$ cat config.mk
export PLATFORM = sky130hd
export DESIGN_NAME = noc_credit_link
export DESIGN_NICKNAME = d
export VERILOG_FILES = /design/src/rtl/noc_credit_link.sv
export SDC_FILE = /design/constraint.sdc
export NUM_CORES = 1
export LEC_CHECK = 0
export CORE_MARGIN = 10
export CORE_UTILIZATION = 40
export CTS_BUF_LIST = sky130_fd_sc_hd__clkbuf_4
export DETAILED_ROUTE_END_ITERATION = 16
export PLACE_DENSITY = 0.69
export SKIP_LAST_GASP = 1
export SYNTH_ARGS = -nofsm -noshare
export SYNTH_HDL_FRONTEND = slang
export SYNTH_SLANG_ARGS = --single-unit
$ cat constraint.sdc
create_clock -name clk -period 3.9 [get_ports clk]
set_clock_uncertainty 0.05 [all_clocks]
set_input_delay 0.585 -clock clk [delete_from_list [all_inputs] [get_ports clk]]
set_output_delay 0.585 -clock clk [all_outputs]
set_load 0.01 [all_outputs]
$ cat src/rtl/noc_credit_link.sv
// Credit-terminating link stage: local flit FIFO plus NUM_PIPELINE register stages each way; dequeue-to-send_out is 1+NUM_PIPELINE cycles.
// Upstream is held back by credit_out pulses, downstream by a saturating credit counter; optional sticky link_err under NOC_CREDIT_LINK_ERR_EN.
module noc_credit_link #(
    parameter int FLIT_WIDTH   = 64,
    parameter int DEST_WIDTH   = 6,
    parameter int FIFO_DEPTH   = 2,
    parameter int DOWN_CREDITS = 2,
    parameter int NUM_PIPELINE = 1
) (
    input  logic                  clk,
    input  logic                  rst,
    input  logic [FLIT_WIDTH-1:0] data_in,
    input  logic [DEST_WIDTH-1:0] dest_in,
    input  logic                  is_tail_in,
    input  logic                  send_in,
    output logic                  credit_out,
    output logic [FLIT_WIDTH-1:0] data_out,
    output logic [DEST_WIDTH-1:0] dest_out,
    output logic                  is_tail_out,
    output logic                  send_out,
    input  logic                  credit_in
`ifdef NOC_CREDIT_LINK_ERR_EN
    ,
    output logic                  link_err
`endif
);

    localparam int PW = (FIFO_DEPTH > 1) ? $clog2(FIFO_DEPTH) : 1;
    localparam int CW = $clog2(FIFO_DEPTH + 1);
    localparam int KW = $clog2(DOWN_CREDITS + 1);
    localparam logic [PW-1:0] LAST_IDX = PW'(FIFO_DEPTH - 1);
    localparam logic [CW-1:0] FULL_CNT = CW'(FIFO_DEPTH);
    localparam logic [KW-1:0] MAX_CRED = KW'(DOWN_CREDITS);

    typedef struct packed {
        logic [FLIT_WIDTH-1:0] data;
        logic [DEST_WIDTH-1:0] dest;
        logic                  tail;
    } flit_t;

    flit_t         r_mem [0:FIFO_DEPTH-1];
    logic [PW-1:0] r_wr_ptr;
    logic [PW-1:0] r_rd_ptr;
    logic [CW-1:0] r_count;
    logic [KW-1:0] r_credits;
    logic          r_credit_out;
    logic          r_fwd_vld  [0:NUM_PIPELINE];
    flit_t         r_fwd_flit [0:NUM_PIPELINE];

    logic w_full;
    logic w_deq;
    logic w_enq;
    logic w_cred_ret;

    assign w_full = (r_count == FULL_CNT);
    assign w_deq  = (r_count != '0) && (r_credits != '0);
    // A full FIFO still accepts a flit when the head leaves in the same cycle.
    assign w_enq  = send_in && (!w_full || w_deq);

    always_ff @(posedge clk) begin
        if (w_enq) begin
            r_mem[r_wr_ptr] <= '{data: data_in, dest: dest_in, tail: is_tail_in};
        end
    end

    always_ff @(posedge clk) begin
        if (rst) begin
            r_wr_ptr <= '0;
            r_rd_ptr <= '0;
            r_count  <= '0;
        end else begin
            if (w_enq) begin
                r_wr_ptr <= (r_wr_ptr == LAST_IDX) ? '0 : r_wr_ptr + 1'b1;
            end
            if (w_deq) begin
                r_rd_ptr <= (r_rd_ptr == LAST_IDX) ? '0 : r_rd_ptr + 1'b1;
            end
            case ({w_enq, w_deq})
                2'b10:   r_count <= r_count + 1'b1;
                2'b01:   r_count <= r_count - 1'b1;
                default: r_count <= r_count;
            endcase
        end
    end

    generate
        if (NUM_PIPELINE == 0) begin : g_cred_direct
            assign w_cred_ret = credit_in;
        end else begin : g_cred_pipe
            logic [NUM_PIPELINE-1:0] r_cred_pipe;
            always_ff @(posedge clk) begin
                if (rst) begin
                    r_cred_pipe <= '0;
                end else begin
                    r_cred_pipe[0] <= credit_in;
                    for (int i = 1; i < NUM_PIPELINE; i++) begin
                        r_cred_pipe[i] <= r_cred_pipe[i-1];
                    end
                end
            end
            assign w_cred_ret = r_cred_pipe[NUM_PIPELINE-1];
        end
    endgenerate

    // Credits beyond DOWN_CREDITS can only be spurious, so they are discarded.
    always_ff @(posedge clk) begin
        if (rst) begin
            r_credits    <= MAX_CRED;
            r_credit_out <= 1'b0;
        end else begin
            r_credit_out <= w_deq;
            if (w_deq && !w_cred_ret) begin
                r_credits <= r_credits - 1'b1;
            end else if (w_cred_ret && !w_deq && (r_credits != MAX_CRED)) begin
                r_credits <= r_credits + 1'b1;
            end
        end
    end

    always_ff @(posedge clk) begin
        if (rst) begin
            for (int i = 0; i <= NUM_PIPELINE; i++) begin
                r_fwd_vld[i]  <= 1'b0;
                r_fwd_flit[i] <= '0;
            end
        end else begin
            r_fwd_vld[0] <= w_deq;
            if (w_deq) begin
                r_fwd_flit[0] <= r_mem[r_rd_ptr];
            end
            for (int i = 1; i <= NUM_PIPELINE; i++) begin
                r_fwd_vld[i]  <= r_fwd_vld[i-1];
                r_fwd_flit[i] <= r_fwd_flit[i-1];
            end
        end
    end

    assign send_out    = r_fwd_vld[NUM_PIPELINE];
    assign data_out    = r_fwd_flit[NUM_PIPELINE].data;
    assign dest_out    = r_fwd_flit[NUM_PIPELINE].dest;
    assign is_tail_out = r_fwd_flit[NUM_PIPELINE].tail;
    assign credit_out  = r_credit_out;

`ifdef NOC_CREDIT_LINK_ERR_EN
    logic r_link_err;
    always_ff @(posedge clk) begin
        if (rst) begin
            r_link_err <= 1'b0;
        end else if ((send_in && w_full && !w_deq) || (w_cred_ret && (r_credits == MAX_CRED))) begin
            r_link_err <= 1'b1;
        end
    end
    assign link_err = r_link_err;
`endif

endmodule

Fig. 1: routed metal per tile
Scale bar: 50 um. 37 x 37 tiles, from white (low) to dark blue (high), scaled to the fullest tile. Values are wire area over tile area, all layers added.
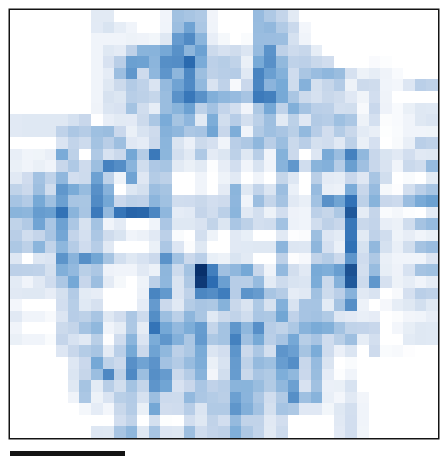
nearly empty tiles = 22%
fullest tile = 0.41
mean over tiles = 0.089
tiles over half the peak = 9.3%
Vias: 5,406
final WL: 19,100 um
Avg WL per Cell: 15.0 um
GRT Util Overall: 10.9%

Fig. 2: metal 3
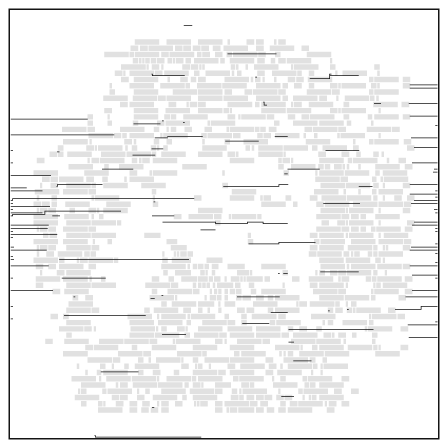
main direction = horizontal
wire length on this layer = 1,310 um
GR Util met3: 4.12%

Fig. 3: zoomed window
Region (73, 73) to (113, 113) um. Cells in gray, sequential cells in the stronger gray; small squares are vias.
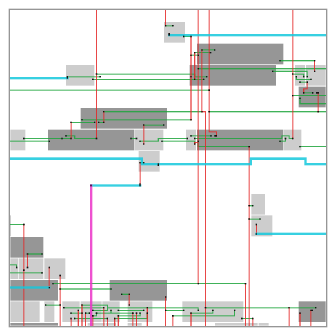
metal 1 -> green
metal 4 -> magenta
metal 2 -> red
metal 3 -> cyan
cells with their middle in the window = 28
netlist names of flops here include = r_mem (4)
sequential cells in the window = 8
most frequent = edfxtp_1 (5), clkbuf_4 (4), nor2_1 (3)

==> ds_physical_params.txt <==
Table: implementation figures

Parameter                              Value

Status
  Run status    completed

Floorplanning
  Core Area    27,200 um2
  Die Y-Extent    187 um
  Io pins    148
  Floorplan die area    34,900 um2
  Floorplan utilization    40.9%
  Die width    187 um
  Count of standard-cell rows    60

Routing
  DRT Pass-1 Iters    4
  Count of routing violations after the opening detailed-route iteration    245
  Detail-routed via count per cell    4.25
  Met2 WL post-DR    9620 um
  Highest metal layer with signal wires    met5
  Wire length on met1    7680 um
  Number of design rule violations left after detail routing    0
  Count of nets left with antenna violations after detail routing    0
  Met3 wire length    1310 um

Timing
  RSZ-0062 raised after global routing    false
  Slew at the pin closest to its max-slew limit    1.06 ns
  Period utilisation layout    56.3%
  Final-report setup violation count    0
  Final tally of hold violations    0
  Max-slew violation total from the final report    0
  Worst relative slew slack    29.4%
  Maximum operating frequency    455 MHz
  Post-Route Setup TNS    0 ns
  Worst Hold Slack    0.422 ns
  Time the final worst path needs with I/O delays and setup    2.20 ns
  Crit path setup slack, layout    1.70 ns

Yosys
  Synth top cell by count    sky130_fd_sc_hd__edfxtp_1
  Top cells by area    sky130_fd_sc_hd__edfxtp_1 77%, sky130_fd_sc_hd__mux2i_1 6.4%, sky130_fd_sc_hd__buf_4 5.3%, sky130_fd_sc_hd__nor2b_1 4.1%, sky130_fd_sc_hd__nor2_1 2.8%
  Async set-or-reset flop fraction in the synthesized netlist    0%
  Distinct cells, synth    31
  Post-synth EDFFs    284
  Post-synthesis cell count from yosys    648
  Synthesized flop and latch total    294
  XOR/XNOR Fraction of Synth Area    0.0788%
  Instance count of the mapped netlist    648
  Simple-gate share of the synthesized area    7.59%
  Syn_area_per_cell    17.2 um2
  Aoi share    0.923%
  Portion of netlist area occupied by mux cells    6.53%
  Top_reg_cell synth    sky130_fd_sc_hd__edfxtp_1
  Synth warnings    0
  Cell type with the highest aggregate area in the netlist    sky130_fd_sc_hd__edfxtp_1
  Sequential area share after synthesis    78.5%
  Most instantiated cells after synthesis    284 x sky130_fd_sc_hd__edfxtp_1, 82 x sky130_fd_sc_hd__nor2_1, 78 x sky130_fd_sc_hd__buf_4
  Prevailing logic family in the synthesized netlist    simple AND/OR/NAND/NOR gates
  Synth Area in Adders    0%
  Netlist area before placement    11,100 um2
  Synthesis area per yosys    11,100 um2
  Share of Yosys cell area claimed by the top area cell type    76.7%

Global route
  GR met2 Demand/Resource    18.3%
  Global-route wire length before repair    29,800 um
  Most used routing layer    met2
  Via count of the first global-routing pass    5,628
  Met1 Usage GRT    11.5%
  Antenna violations before repair    3
  Largest net degree at the start of global routing    155
  GR Overflow Total    0

Setup path
  Dominant delay contributor by cell family on the critical path    buffers and inverters
  Setup CP Type    register to primary output
  Data required time at the worst endpoint    3.26 ns
  Crit end category    primary output
  Critical path launch point type    register
  Ordered cell list for the critical path    clkdlybuf4s50_1
  Critical Path Source    r_fwd_flit[0][112]
  Largest stage delay, worst path    0.56 ns
  Launch point of the worst reg-to-reg path    r_count[1]
  Data arrival time of the worst path    1.56 ns
  Max Fanout on Critical Path    1
  CP Buf/Inv Count    1
  Slowest CP cell    sky130_fd_sc_hd__clkdlybuf4s50_1

Hold path
  Worst hold path type    register to register
  Origin of the worst min-delay path    r_fwd_vld[0][0]

Clocking
  Clock root buffer master    sky130_fd_sc_hd__clkbuf_4
  TritonCTS clock tree    yes
  Cts repair resizes    0
  Hold_buf cts    0
  Bufs on Longest Clock Path    3
  CTS clk-pin slew, worst paths    0.06 ns
  H-tree levels    3
  Post-CTS setup repair buffer count    0

Final layout
  Share of the core filled with cells in the final layout    50.2%
  Area growth from synthesis to layout    22.7%
  Proportion of layout cells with a drive suffix above 1    14.7%
  Final Non-Filler Cells    1,272
  Final net count    927
  Final design area excluding fillers    13,600 um2

Power
  Design Power    7.01 mW
  Power density normalized to cell area    514 nW/um2
  Leakage power total    4.88 nW
  Worst vdd ir    0.228 mV

Placement
  Placed cell areas    12,700 um2
  HPWL reported at the end of detailed placement    11,800 um
  Placer Congestion    0.674
  Cell count after placement    1,145
  Worst slack at placement    1.41 ns
  Count of buffers from port buffering    147

Flow run
  OpenROAD warning count    30
  Max-capacitance violation count    0
Fig. 4: the clock network
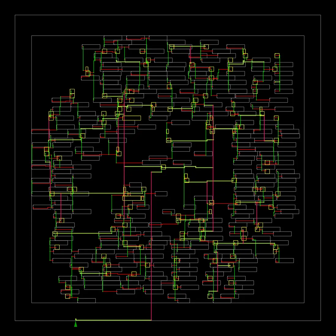
clock buffer instance count of the final layout: 108
sinks on the clock net: 294
Late-Pin Clk Latency: 0.65 ns
total number of sequential cells: 294
CTS buffer count: 77

Fig. 5: routed clock nets over the placement
Scale bar: 50 um.
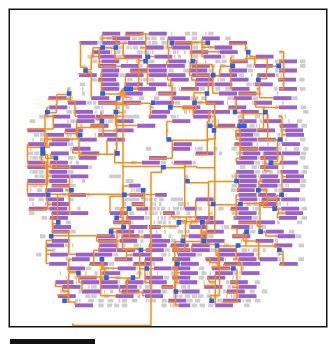
clock wires -> orange  # length 3,820 um
clock drivers -> blue  # count 77
flip-flops -> purple  # count 294
flops lie = spread over the die
fraction of power consumed by the clock network: 36.4%
clock network power: 2.55 mW

path summary, 6_finish.rpt:
kind              depth (start not counted)  slack [ns]                end
hold / removal                            1        0.42    r_fwd_vld[0][1]
setup reg to reg                          2        1.85  r_fwd_flit[0][44]
setup / recovery                          1        1.70       data_out[34]
hold reg to reg                           1        0.42    r_fwd_vld[0][1]
area by class of cell:
cell class | count | area, um2
inverters | 1 | 3.75
clock buffers | 108 | 811
flip-flops and latches | 294 | 8730
clock inverters | 17 | 121
diodes | 2 | 5.00
fillers | 2343 | 13500
repair buffers | 154 | 1530
multi-input cells | 324 | 1970
well taps | 372 | 465
state kept, by name, indices dropped and copies added (netlist names), named ones only:
signal,count
g_cred_pipe.r_cred_pipe,1
r_count,2
r_credits,2
r_fwd_flit,142
r_fwd_vld,2
r_mem,142
r_rd_ptr,1
r_wr_ptr,1
worst reg2reg max path, delay by kind of cell, from the launching register on:
kind / cells / cell delay (ns)
AOI/OAI and AO/OA: 1 / 0.20
DFF: 1 / 0.54
and+or+nand+nor: 1 / 0.82
cell usage in the layout, fill, tap and decap left out:
| cell type | instances |
|---|---|
| sky130_fd_sc_hd__edfxtp_1 | 284 |
| sky130_fd_sc_hd__clkdlybuf4s50_1 | 146 |
| sky130_fd_sc_hd__clkbuf_4 | 108 |
| sky130_fd_sc_hd__nor2_1 | 80 |
| sky130_fd_sc_hd__nor2b_1 | 73 |
| sky130_fd_sc_hd__mux2i_1 | 71 |
| sky130_fd_sc_hd__conb_1 | 71 |
| sky130_fd_sc_hd__clkinv_1 | 9 |
| sky130_fd_sc_hd__dfxtp_1 | 9 |
| sky130_fd_sc_hd__buf_4 | 7 |
| sky130_fd_sc_hd__o21ai_0 | 5 |
| sky130_fd_sc_hd__a21oi_1 | 4 |
| sky130_fd_sc_hd__clkinv_2 | 4 |
| sky130_fd_sc_hd__diode_2 | 2 |
| sky130_fd_sc_hd__nand2b_4 | 2 |
| sky130_fd_sc_hd__nor2_4 | 2 |
| sky130_fd_sc_hd__nor4b_1 | 2 |
| sky130_fd_sc_hd__bufinv_16 | 2 |
| sky130_fd_sc_hd__inv_2 | 2 |
| sky130_fd_sc_hd__o22ai_2 | 1 |
| sky130_fd_sc_hd__inv_1 | 1 |
| sky130_fd_sc_hd__o31ai_4 | 1 |
| sky130_fd_sc_hd__and2_1 | 1 |
| sky130_fd_sc_hd__nor3b_1 | 1 |
| sky130_fd_sc_hd__o22ai_1 | 1 |
| sky130_fd_sc_hd__nand2_1 | 1 |
| sky130_fd_sc_hd__o2bb2ai_1 | 1 |
| sky130_fd_sc_hd__mux2_4 | 1 |
| sky130_fd_sc_hd__xor2_1 | 1 |
| sky130_fd_sc_hd__nand4_1 | 1 |
| sky130_fd_sc_hd__and3_1 | 1 |
| sky130_fd_sc_hd__or2_1 | 1 |
| sky130_fd_sc_hd__nand3_1 | 1 |
| sky130_fd_sc_hd__a31o_1 | 1 |
| sky130_fd_sc_hd__dfxtp_4 | 1 |
| sky130_fd_sc_hd__buf_12 | 1 |
power by group:
group | switching [mW] | total [mW] | internal (mW)
clock network | 1.15 | 2.55 | 1.40
registers | 0.0885 | 3.85 | 3.77
logic | 0.298 | 0.603 | 0.305
total | 1.54 | 7.01 | 5.47
No activity file was given, so power comes from the tool's default toggle rates.
